File: config.mk
export PLATFORM = sky130hd
export DESIGN_NAME = axis_atomic_fanout
export DESIGN_NICKNAME = d
export VERILOG_FILES = /design/src/rtl/axis_atomic_fanout_pkg.sv /design/src/rtl/axis_fo_chbuf.sv /design/src/rtl/axis_atomic_fanout.sv
export SDC_FILE = /design/constraint.sdc
export NUM_CORES = 1
export LEC_CHECK = 0
export CORE_MARGIN = 2
export CORE_UTILIZATION = 54
export DETAILED_ROUTE_END_ITERATION = 7
export GPL_ROUTABILITY_DRIVEN = 0
export GPL_TIMING_DRIVEN = 1
export MAX_ROUTING_LAYER = met4
export PLACE_DENSITY = 0.79
export SYNTH_ARGS = -nofsm -noshare
export SYNTH_HDL_FRONTEND = slang
export SYNTH_SLANG_ARGS = --single-unit
File: constraint.sdc
create_clock -name s_ul_clk -period 2.6 [get_ports s_ul_clk]
set_input_delay 0.26 -clock s_ul_clk [delete_from_list [all_inputs] [get_ports s_ul_clk]]
set_output_delay 0.26 -clock s_ul_clk [all_outputs]
set_load 0.005 [all_outputs]
File: src/rtl/axis_atomic_fanout_pkg.sv
// Shared helpers for the axis fan-out blocks: width helper, lane packing and
// drop-counter constants.
package axis_atomic_fanout_pkg;

  localparam int DROP_CNT_W = 16;
  localparam logic [DROP_CNT_W-1:0] DROP_CNT_MAX = {DROP_CNT_W{1'b1}};

  // Number of bits needed to encode values 0..value-1 (minimum 1).
  function automatic int fo_clog2(input int value);
    int r;
    r = 1;
    for (int b = 1; b < 31; b++) begin
      if ((1 << b) < value) r = b + 1;
    end
    return r;
  endfunction

  // Low bit of a channel lane in a packed multi-channel bus.
  function automatic int fo_lane_lo(input int lane, input int width);
    return lane * width;
  endfunction

endpackage

File: src/rtl/axis_fo_chbuf.sv
// Single-channel FIFO buffer: registered occupancy and pointers, storage
// left unreset, data presented from the head slot one cycle after the write.
module axis_fo_chbuf
  import axis_atomic_fanout_pkg::*;
#(
  parameter int CH_BITS = 8,
  parameter int DEPTH   = 4
) (
  input  logic               clk,
  input  logic               rst_n,
  input  logic               i_push,
  input  logic [CH_BITS-1:0] i_data,
  output logic               o_full,
  output logic               o_valid,
  input  logic               i_ready,
  output logic [CH_BITS-1:0] o_data
);

  localparam int PTR_W = fo_clog2(DEPTH);
  localparam int CNT_W = fo_clog2(DEPTH + 1);

  logic [CH_BITS-1:0] r_mem [DEPTH];
  logic [PTR_W-1:0]   r_wr_ptr;
  logic [PTR_W-1:0]   r_rd_ptr;
  logic [CNT_W-1:0]   r_count;
  logic               w_pop;

  assign w_pop   = o_valid & i_ready;
  assign o_valid = (r_count != '0);
  assign o_full  = (r_count == CNT_W'(DEPTH));
  assign o_data  = r_mem[r_rd_ptr];

  // DEPTH is a power of two, so the pointers wrap by natural overflow.
  always_ff @(posedge clk or negedge rst_n) begin
    if (!rst_n) begin
      r_wr_ptr <= '0;
      r_rd_ptr <= '0;
      r_count  <= '0;
    end else begin
      if (i_push) r_wr_ptr <= r_wr_ptr + 1'b1;
      if (w_pop)  r_rd_ptr <= r_rd_ptr + 1'b1;
      case ({i_push, w_pop})
        2'b10:   r_count <= r_count + 1'b1;
        2'b01:   r_count <= r_count - 1'b1;
        default: r_count <= r_count;
      endcase
    end
  end

  always_ff @(posedge clk) begin
    if (i_push) r_mem[r_wr_ptr] <= i_data;
  end

endmodule

File: src/rtl/axis_atomic_fanout.sv
// Atomic fan-out: one combined beat is written into every selected channel
// buffer on the same edge, or not at all; channels then drain independently.
module axis_atomic_fanout
  import axis_atomic_fanout_pkg::*;
#(
  parameter int NCH     = 2,
  parameter int CH_BITS = 8,
  parameter int DEPTH   = 4
) (
  input  logic                   s_ul_clk,
  input  logic                   reset_n,
  output logic                   s_axis_comb_tready,
  input  logic                   s_axis_comb_tvalid,
  input  logic [NCH*CH_BITS-1:0] s_axis_comb_tdata,
  input  logic [NCH-1:0]         s_axis_comb_tuser,
  input  logic [NCH-1:0]         m_axis_tready,
  output logic [NCH-1:0]         m_axis_tvalid,
  output logic [NCH*CH_BITS-1:0] m_axis_tdata,
  output logic [15:0]            stat_drop_cnt
);

  logic [NCH-1:0]        w_full;
  logic                  w_accept;
  logic [DROP_CNT_W-1:0] r_drop_cnt;

  // Ready looks only at registered fullness, so a same-cycle pop never bypasses.
  assign s_axis_comb_tready = reset_n & ~(|w_full);
  assign w_accept           = s_axis_comb_tvalid & s_axis_comb_tready;
  assign stat_drop_cnt      = r_drop_cnt;

  generate
    for (genvar gi = 0; gi < NCH; gi++) begin : g_ch
      axis_fo_chbuf #(
        .CH_BITS(CH_BITS),
        .DEPTH  (DEPTH)
      ) u_chbuf (
        .clk    (s_ul_clk),
        .rst_n  (reset_n),
        .i_push (w_accept & s_axis_comb_tuser[gi]),
        .i_data (s_axis_comb_tdata[fo_lane_lo(gi, CH_BITS) +: CH_BITS]),
        .o_full (w_full[gi]),
        .o_valid(m_axis_tvalid[gi]),
        .i_ready(m_axis_tready[gi]),
        .o_data (m_axis_tdata[fo_lane_lo(gi, CH_BITS) +: CH_BITS])
      );
    end
  endgenerate

  always_ff @(posedge s_ul_clk or negedge reset_n) begin
    if (!reset_n) begin
      r_drop_cnt <= '0;
    end else if (w_accept && (s_axis_comb_tuser == '0) && (r_drop_cnt != DROP_CNT_MAX)) begin
      r_drop_cnt <= r_drop_cnt + 1'b1;
    end
  end

endmodule
==> images/io_fan.png <==
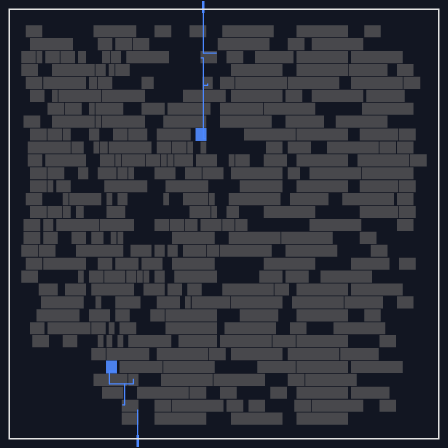
colour	port	direction	edge	end cells	buffers	wire
blue	m_axis_tvalid	output	1 bottom, 1 top	2	2	51.4 um
total I/O pin count: 58
count of port buffers added during placement: 57

==> images/layer_met2.png <==
Cells faint in the background.
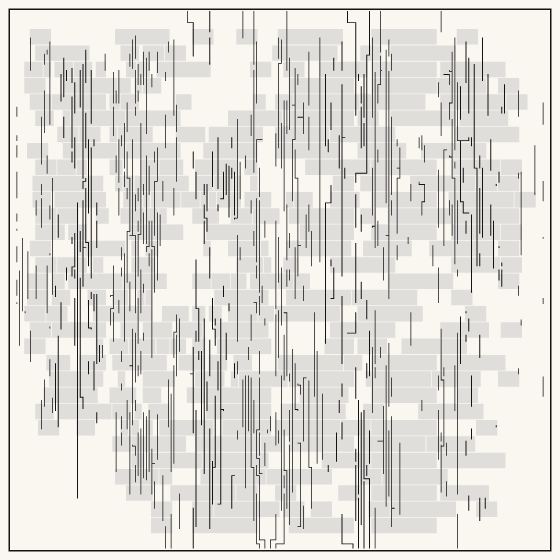
longest straight run	49.3 um
nets with wire on the layer	296
share of all routed wire	51%

==> images/placement_by_type.png <==
Fill, decap, tap and diode cells in grey.
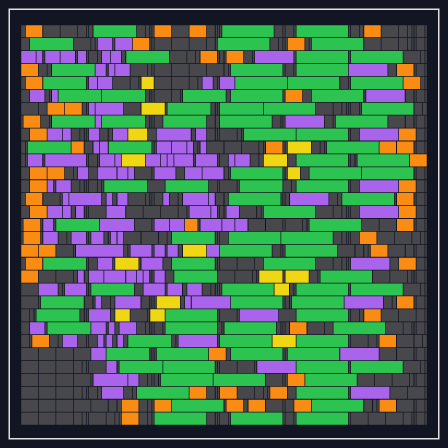
colour	class	cells	share of their area
green	flops	94	56%
orange	other buffers and delay cells	59	12%
yellow	clock drivers and dummy loads	16	4.0%
purple	combinational and other logic	131	27%
Cell Rows: 31
Core Util, Final: 67.6%
flop share of the area: 54.8%

==> images/placement.png <==
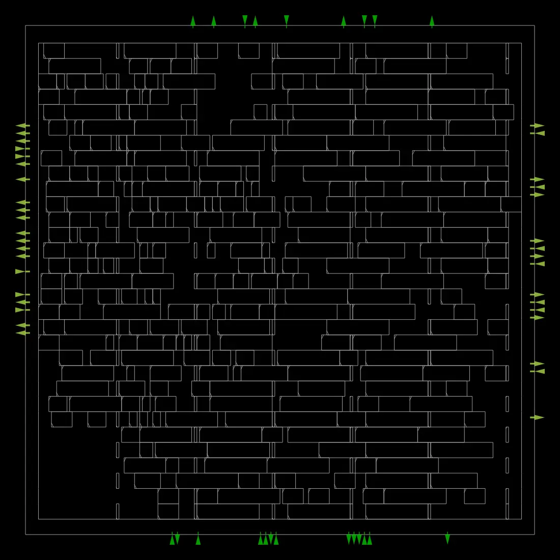
tapcell count: 99
Core Footprint: 0.00721 sq mm

layer usage:
metal | share of wire, % | GRT usage [%] | routed length (um)
met2 | 51 | 28.4 | 3260
met3 | 3.8 | 4.53 | 248
met5 | 0 | - | 0
met4 | 0.39 | 3.46 | 25
met1 | 45 | 23.0 | 2920
power by group through the flow:
stage	combinational, mW	sequential, mW	clock (mW)
2_1_floorplan	0.877	1.93	0
3_3_place_gp	1.23	2.10	0
3_5_place_dp	1.28	2.11	0
4_1_cts	1.28	2.07	0.920
5_1_grt	1.37	2.11	0.990
6_report	1.25	2.06	0.905
sequential cells by signal, summed over array words and instances, names as in the netlist:
register,cells
g_ch.u_chbuf.r_wr_ptr,4
g_ch.u_chbuf.r_mem,64
stat_drop_cnt,16
g_ch.u_chbuf.r_count,6
g_ch.u_chbuf.r_rd_ptr,4
==> metrics.log <==
[flow] collecting metrics
[metrics] run status: finished, final reports clean
[metrics] Total Wirelength: 6450 um
[metrics] number of synthesized flops with an enable pin: 64
[metrics] drt wl/cell: 16.2 um
[metrics] area growth from synthesis to layout: 21.6%
[metrics] CTS Root Buffer Type: sky130_fd_sc_hd__clkbuf_8
[metrics] share of synthesized registers carrying an async set or reset: 31.9%
[metrics] number of filler instances in the final layout: 528
[metrics] FF+latch count, synth: 94
[metrics] worst min-delay path class: input pin to async pin
[metrics] detailed-route vias per instance: 5.24
[metrics] Non-Clock Inverter Count: 13
[metrics] setup total negative slack: 0 ns
[metrics] worst r2r dst: g_ch[0].u_chbuf.r_count[2]
[metrics] crit-path cells: mux4_2, clkdlybuf4s50_1
[metrics] Distinct lib cells used: 37
[metrics] setup repair after global routing missed its margin: no
[metrics] Area after DPL: 0.00469 sq mm
[metrics] Max Cap Violations: 0
[metrics] largest stage delay on the critical path: 0.72 ns
[metrics] power density relative to cell area: 866 mW/mm^2
[metrics] most common logic cells in the final layout: sky130_fd_sc_hd__edfxtp_1, sky130_fd_sc_hd__clkdlybuf4s50_1, sky130_fd_sc_hd__dfrtp_1
[metrics] Clock buffer cells: 10
[metrics] share of final-layout standard cells stronger than drive strength 1: 18.3%
[metrics] top cell category: flip-flops and latches
[metrics] antenna cell count: 0
[metrics] number of optimization iterations in the first detailed-route pass: 4
[metrics] Syn Inst Count: 231
[metrics] share of the cycle needed by the critical path after routing: 91.5%
[metrics] largest family of logic cells by area: multiplexers
[metrics] Post-synth area hogs: sky130_fd_sc_hd__edfxtp_1, sky130_fd_sc_hd__dfrtp_1, sky130_fd_sc_hd__mux4_2, sky130_fd_sc_hd__xnor2_1, sky130_fd_sc_hd__ha_1
[metrics] Max Buffers Root-to-Sink: 2
[metrics] post-synthesis compound-gate area fraction: 1.37%
[metrics] total global-route track usage: 17.6%
[metrics] number of warnings the tools reported: 32
[metrics] area of the die: 0.00813 sq mm
[metrics] largest net degree at the start of global routing: 31
[metrics] Adder-Cell Fraction of Synth Area: 4.43%
[metrics] number of sinks driven by the clock tree: 94
[metrics] count of buffer and inverter cells on the critical path: 1
[metrics] antenna violations before repair: 0
[metrics] data arrival time of the critical path: 2.12 ns
[metrics] Sequential Area: 0.00267 sq mm
[metrics] Clk pwr share: 21.4%
[metrics] largest driver fanout on the critical path: 10
[metrics] clock transition at the registers of the reported paths: 0.10 ns
[metrics] total clock buffers created by CTS: 9
[metrics] Final Setup Violations: 0
[metrics] fmax: 420 MHz
[metrics] FF-to-FF setup slack: 0.24 ns
[metrics] Cell Int Power: 3.00 mW
[metrics] sequential fraction of design power: 48.9%
[metrics] num sequential: 94
[metrics] worst-case setup margin in the final layout: 0.221 ns
[metrics] count of cells resized by post-cts repair: 0
[metrics] area share of the largest cell type after synthesis: 47.9%
[metrics] Final HPWL DP: 4560 um
[metrics] hold slack: 0.455 ns
[metrics] ys cells: 231
[metrics] Largest delay share family, worst path: flip-flops
[metrics] count of multi-input gates: 118
[metrics] syn_nets: 267
[metrics] headroom to the max-slew limit: 61.6%
[metrics] vias in the first global route: 2126
[metrics] crit path launch: g_ch[1].u_chbuf.r_rd_ptr[0]
[metrics] most common logic cell in the routed design: sky130_fd_sc_hd__edfxtp_1
Power and IR drop assume default switching activity.
